Figure 1. Supply network.
Pins as bars on the die edge.
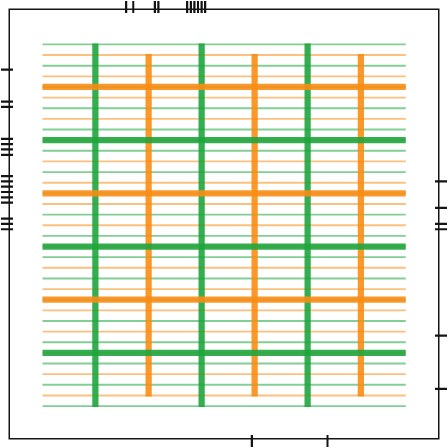
Figure 2. Where the registers sit.
Other sequential cells in the stronger gray, the rest of the logic in the fainter gray.
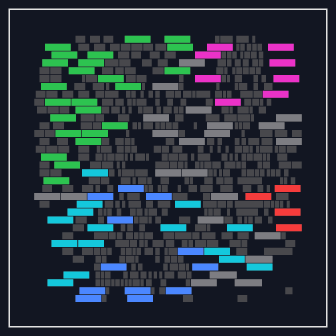
Figure 3. Logic cells by family.
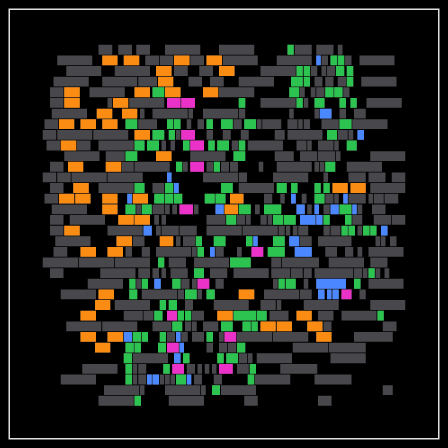
File: config.mk
export PLATFORM = sky130hd
export DESIGN_NAME = mt6835_spi_slave_emu
export DESIGN_NICKNAME = d
export VERILOG_FILES = /design/src/rtl/mt6835_spi_slave_emu.sv
export SDC_FILE = /design/constraint.sdc
export NUM_CORES = 1
export LEC_CHECK = 0
export ABC_AREA = 0
export CORE_MARGIN = 8
export CORE_UTILIZATION = 55
export DETAILED_ROUTE_END_ITERATION = 16
export GPL_TIMING_DRIVEN = 0
export PLACE_DENSITY = 0.75
export SLEW_MARGIN = 20
export SYNTH_ARGS = -nofsm -noshare
export SYNTH_HDL_FRONTEND = slang
export SYNTH_SLANG_ARGS = --single-unit
File: constraint.sdc
create_clock -name i_clk -period 2.51 [get_ports i_clk]
set_input_delay 0.6275 -clock i_clk [delete_from_list [all_inputs] [get_ports i_clk]]
set_output_delay 0.6275 -clock i_clk [all_outputs]
set_load 0.005 [all_outputs]
File: src/rtl/mt6835_spi_slave_emu.sv
// mt6835_spi_slave_emu
// SPI mode-3 responder emulating the MT6835 angle-register read interface.
// The transaction snapshot {i_angle, i_status} is latched at CS fall and
// served through a small register map (0x003..0x006). Burst reads
// auto-increment the address (12-bit wrap); single reads return 0x00 after
// the first byte.
//
// Build option: MT6835_CRC_EN - when defined, 0x006 returns CRC8 (poly 0x07,
// init 0x00, MSB first) over bytes 0x003..0x005 of the snapshot; otherwise
// 0x006 reads 0x00.
//
// Ports:
//   i_clk, i_rst_n        system clock, async active-low reset
//   i_angle[20:0]         live angle, sampled at transaction start
//   i_status[2:0]         live status, sampled with angle
//   i_spi_clk/cs/mosi     SPI inputs from master (CPOL=1, CS active low)
//   o_spi_miso, _oe       MISO data and output enable (data phase only)
//   o_busy                transaction in progress (synced CS low)
//   o_done                pulse at CS rise after >=1 complete data byte
//   o_cmd_err             pulse when the command nibble is unsupported
module mt6835_spi_slave_emu #(
  parameter logic [3:0]  CMD_BURST   = 4'hA,
  parameter logic [3:0]  CMD_SINGLE  = 4'h3,
  parameter int unsigned SYNC_STAGES = 2
) (
  input  logic        i_clk,
  input  logic        i_rst_n,
  input  logic [20:0] i_angle,
  input  logic [2:0]  i_status,
  input  logic        i_spi_clk,
  input  logic        i_spi_cs,
  input  logic        i_spi_mosi,
  output logic        o_spi_miso,
  output logic        o_spi_miso_oe,
  output logic        o_busy,
  output logic        o_done,
  output logic        o_cmd_err
);

  typedef enum logic [1:0] {S_IDLE, S_CMD, S_DATA, S_IGNORE} state_t;

  state_t r_state, w_state_nxt;

  logic [SYNC_STAGES-1:0] r_sclk_sync, r_cs_sync, r_mosi_sync;
  logic        r_sclk_prev, r_cs_prev;
  logic        w_sclk, w_cs, w_mosi;
  logic        w_cs_fall, w_cs_rise, w_sclk_rise, w_sclk_fall;
  logic [14:0] r_cmd_sr;
  logic [15:0] w_word;
  logic        w_cmd_ok;
  logic [3:0]  r_bit_cnt;
  logic [11:0] r_addr;
  logic        r_burst;
  logic [7:0]  r_tx_sr;
  logic [7:0]  r_byte_cnt;
  logic [23:0] r_snapshot;
  logic [7:0]  w_crc;
  logic        r_miso, r_done, r_cmd_err;

  function automatic logic [7:0] f_reg_byte(input logic [11:0] addr,
                                            input logic [23:0] snap,
                                            input logic [7:0]  crc);
    f_reg_byte = '0;
    case (addr)
      12'h003: f_reg_byte = snap[23:16];
      12'h004: f_reg_byte = snap[15:8];
      12'h005: f_reg_byte = snap[7:0];
      12'h006: f_reg_byte = crc;
      default: f_reg_byte = '0;
    endcase
  endfunction

  // CS synchronizer resets to "low" with r_cs_prev low: a CS already low at
  // reset release produces no fall; it must be seen high first.
  always_ff @(posedge i_clk or negedge i_rst_n) begin
    if (!i_rst_n) begin
      r_sclk_sync <= '1;
      r_cs_sync   <= '0;
      r_mosi_sync <= '0;
      r_sclk_prev <= 1'b1;
      r_cs_prev   <= 1'b0;
    end else begin
      r_sclk_sync <= {r_sclk_sync[SYNC_STAGES-2:0], i_spi_clk};
      r_cs_sync   <= {r_cs_sync[SYNC_STAGES-2:0], i_spi_cs};
      r_mosi_sync <= {r_mosi_sync[SYNC_STAGES-2:0], i_spi_mosi};
      r_sclk_prev <= w_sclk;
      r_cs_prev   <= w_cs;
    end
  end

  assign w_sclk      = r_sclk_sync[SYNC_STAGES-1];
  assign w_cs        = r_cs_sync[SYNC_STAGES-1];
  assign w_mosi      = r_mosi_sync[SYNC_STAGES-1];
  assign w_cs_fall   = r_cs_prev & ~w_cs;
  assign w_cs_rise   = ~r_cs_prev & w_cs;
  // Gating with synced CS low also makes a coincident CS rise win.
  assign w_sclk_rise = ~r_sclk_prev & w_sclk & ~w_cs;
  assign w_sclk_fall = r_sclk_prev & ~w_sclk & ~w_cs;

  assign w_word   = {r_cmd_sr, w_mosi};
  assign w_cmd_ok = (w_word[15:12] == CMD_BURST) || (w_word[15:12] == CMD_SINGLE);

  always_ff @(posedge i_clk or negedge i_rst_n) begin
    if (!i_rst_n) r_state <= S_IDLE;
    else          r_state <= w_state_nxt;
  end

  always_comb begin
    w_state_nxt = r_state;
    if (w_cs_rise) begin
      w_state_nxt = S_IDLE;
    end else begin
      case (r_state)
        S_IDLE:  if (w_cs_fall) w_state_nxt = S_CMD;
        S_CMD:   if (w_sclk_rise && (r_bit_cnt == 4'd15))
                   w_state_nxt = w_cmd_ok ? S_DATA : S_IGNORE;
        default: w_state_nxt = r_state;
      endcase
    end
  end

  always_ff @(posedge i_clk or negedge i_rst_n) begin
    if (!i_rst_n) begin
      r_cmd_sr   <= '0;
      r_bit_cnt  <= '0;
      r_addr     <= '0;
      r_burst    <= 1'b0;
      r_tx_sr    <= '0;
      r_byte_cnt <= '0;
      r_snapshot <= '0;
      r_miso     <= 1'b0;
      r_done     <= 1'b0;
      r_cmd_err  <= 1'b0;
    end else begin
      r_done    <= 1'b0;
      r_cmd_err <= 1'b0;
      if (w_cs_rise) begin
        r_miso     <= 1'b0;
        r_done     <= (r_byte_cnt != '0);
        r_byte_cnt <= '0;
      end else begin
        case (r_state)
          S_IDLE: if (w_cs_fall) begin
            r_snapshot <= {i_angle, i_status};
            r_bit_cnt  <= '0;
            r_byte_cnt <= '0;
            r_miso     <= 1'b0;
          end
          S_CMD: if (w_sclk_rise) begin
            r_cmd_sr  <= w_word[14:0];
            r_bit_cnt <= r_bit_cnt + 4'd1;
            if (r_bit_cnt == 4'd15) begin
              r_bit_cnt <= '0;
              if (w_cmd_ok) begin
                r_addr  <= w_word[11:0];
                r_burst <= (w_word[15:12] == CMD_BURST);
                r_tx_sr <= f_reg_byte(w_word[11:0], r_snapshot, w_crc);
              end else begin
                r_cmd_err <= 1'b1;
              end
            end
          end
          S_DATA: begin
            if (w_sclk_fall) begin
              r_miso  <= r_tx_sr[7];
              r_tx_sr <= {r_tx_sr[6:0], 1'b0};
            end else if (w_sclk_rise) begin
              r_bit_cnt <= r_bit_cnt + 4'd1;
              if (r_bit_cnt == 4'd7) begin
                r_bit_cnt <= '0;
                if (r_byte_cnt != 8'hFF) r_byte_cnt <= r_byte_cnt + 8'd1;
                if (r_burst) begin
                  r_addr  <= r_addr + 12'd1;
                  r_tx_sr <= f_reg_byte(r_addr + 12'd1, r_snapshot, w_crc);
                end else begin
                  r_tx_sr <= '0;
                end
              end
            end
          end
          default: r_miso <= 1'b0;
        endcase
      end
    end
  end

`ifdef MT6835_CRC_EN
  // Bit-serial CRC8 over the 24 snapshot bits, one bit per i_clk starting the
  // cycle after CS fall; finishes long before the 16th command bit.
  logic [7:0] r_crc;
  logic [4:0] r_crc_idx;
  logic       r_crc_run;
  logic       w_crc_fb;

  assign w_crc_fb = r_crc[7] ^ r_snapshot[r_crc_idx];

  always_ff @(posedge i_clk or negedge i_rst_n) begin
    if (!i_rst_n) begin
      r_crc     <= '0;
      r_crc_idx <= '0;
      r_crc_run <= 1'b0;
    end else if ((r_state == S_IDLE) && w_cs_fall) begin
      r_crc     <= '0;
      r_crc_idx <= 5'd23;
      r_crc_run <= 1'b1;
    end else if (r_crc_run) begin
      r_crc <= {r_crc[6:0], 1'b0} ^ (w_crc_fb ? 8'h07 : 8'h00);
      if (r_crc_idx == '0) r_crc_run <= 1'b0;
      else                 r_crc_idx <= r_crc_idx - 5'd1;
    end
  end

  assign w_crc = r_crc;
`else
  assign w_crc = '0;
`endif

  assign o_spi_miso    = r_miso;
  assign o_spi_miso_oe = (r_state == S_DATA);
  assign o_busy        = (r_state != S_IDLE);
  assign o_done        = r_done;
  assign o_cmd_err     = r_cmd_err;

endmodule
==> results.ini <==
[outcome]
outcome = completed

[layout]
max_flop_register = r_snapshot
num-clock-buffers = 11
layout-drive-gt1-share_pct = 19.8
clock_tree_area_fraction_pct = 3.22
dominant-cell-class = combinational gates
area_delta_synth_final_pct = 15.0
diodes = 0
ff_latch_area_um2 = 2130
num-nonclk-buffers = 66
reg_top3 = r_snapshot (24), r_cmd_sr (15), r_addr (12)

[clock_network]
cts_root_buf = clkbuf_8
cts_buffer_depth = 2
cts_tree = built
post_cts_buffers = 0

[routing]
ant_nets = 0
dr_total_vias = 3900
avgViaCountPerCell = 6.20
drtIter0Drc = 255

[power_and_ir_drop]
powerDensity_nw_per_um2 = 923
total_power_uw = 5100
power_leader = registers
pg_comb_uw = 2070
p_leak_uw = 0.00230
powerClk_uw = 891
power_frac_clock_pct = 17.5
p_switching_uw = 1980

[timing]
finalSetupViolCount = 0
tightest_slew_ps = 640
finalCritPeriodShare_pct = 95.3
fin_crit_ps = 2390
maxSlewViolCount = 0

[global_route]
grtUsageMet1_pct = 25.7
antenna_found_initial = 0
grt_max_degree = 54
track_usage_pct = 19.0
grt_pass1_wl_mm = 18.3
grt-ovfl-total = 0

[critical_path]
path_cells = ha_1 > buf_6 > nand4b_4 > or4_4 > buf_6 > a221oi_2 > nand4_2 > o21ai_1
max_stage_delay_ps = 470
path_common_cell = buf_6
timing.rr.start = r_cs_sync[1]
required_ps = 2800
ff2ff_setup_slack_ps = 120
worst_r2r_endpoint = r_tx_sr[4]
start_kind = flop
critPathKind = reg -> reg
critPathTopFamily = simple AND/OR/NAND/NOR gates
critPathMaxFanout = 10

[place]
dpl.hpwl_mm = 7.92
io_buffers = 33

[synthesis]
ys_cells = 469
ys_area_um2 = 4800
yosys.area_share.xor_xnor_pct = 0.912
netlist_instances = 469
synth-compound-area-share_pct = 18.7
edf_count = 0
ys_types = 68
common_cells = dfrtp_1, mux2_2, nand2_1, a21oi_1, nand3_1
top_cells_by_area = dfrtp_1, mux2_2, ha_1, nand2_1, a21oi_1
mux_share_pct = 12.4
flop_cell = dfrtp_1
fp_nets = 512
async_reset_ff_share_pct = 100

[floorplan]
die_area_um2 = 12000
ios = 34
rows = 34
tapCellCount = 108

[run]
cap_violations = 0
warnings = 36

[min_path]
hold_class = in -> async

-- Figure 1 (at the start) --
- VSS: green
- VDD: orange
- met4 straps: 6
- signal pins: 34
- rows: 34
- met1 rails: 35
- met5 straps: 6
chip height: 109 µm
Worst VDD drop: 0.501 mV
Die Width: 109 µm

-- Figure 2 (at the start) --
- r_snapshot: green (sequential cells 24)
- r_byte_cnt: magenta (sequential cells 8; where north-east)
- r_bit_cnt: red (sequential cells 4; where east)
- r_addr: blue (sequential cells 12)
- r_cmd_sr: cyan (sequential cells 15)

-- Figure 3 (at the start) --
- AND-OR and OR-AND gates: magenta (cells 14; most used a221o_1)
- inverting AOI/OAI gates: green (cells 119; most used a21oi_1)
- NOR gates: blue (cells 33; most used nor2_1)
- multiplexers: orange (cells 53; most used mux2_2)

-- cells in the final DEF, fill, tap and decap left out, types with 8 or more instances in the layout --
master	Yosys	routed
dfrtp_1	82	81
mux2_2	49	49
nand2_1	34	34
clkdlybuf4s50_1	0	32
a21oi_1	25	25
nand3_1	19	19
clkbuf_1	17	18
o21ai_0	18	18
nor2_1	16	15
inv_1	14	14
ha_1	14	14
o21ai_1	14	13
clkbuf_8	0	10
a31oi_1	10	9
o22ai_1	9	9
nor3_1	8	8
or3_1	8	8
o31ai_1	8	8
-- worst max path at each step --
| stage | slack, ps | startpoint | to | cells after the start |
|---|---|---|---|---|
| finish | 120 | r_cs_sync[1] | r_tx_sr[4] | 8 |
| global route | -30 | r_cs_sync[1] | r_tx_sr[7] | 8 |
| CTS | 30 | r_cs_sync[1] | r_tx_sr[4] | 8 |
| detailed placement | -6 | r_cs_sync[1] | r_addr[4] | 8 |
| global placement | -2240 | i_rst_n | r_snapshot[10] | 1 |
| floorplan | 290 | r_cs_sync[1] | r_tx_sr[1] | 8 |
-- per-layer routing --
| layer | part of all wire (%) | vias to the layer above |
|---|---|---|
| li1 | - | 1857 |
| met1 | 47 | 1917 |
| met2 | 47 | 110 |
| met5 | 0 | - |
| met4 | 1.7 | 0 |
| met3 | 4.2 | 16 |
-- stage by stage --
| stage | util, % | setup WS (ps) | cell area, µm² | setup TNS, ps | hold WS, ps |
|---|---|---|---|---|---|
| floorplan | - | 287 | 4800 | 0 | 331 |
| global placement | 61.3 | -2240 | 5270 | -186880 | 334 |
| detailed placement | 61.6 | -5.51 | 5290 | -5.51 | 335 |
| CTS | 63.8 | 33.1 | 5480 | 0 | 216 |
| global route | 64.3 | -25.9 | 5520 | -25.9 | 227 |
| finish | 64.3 | 117 | 5520 | 0 | 209 |
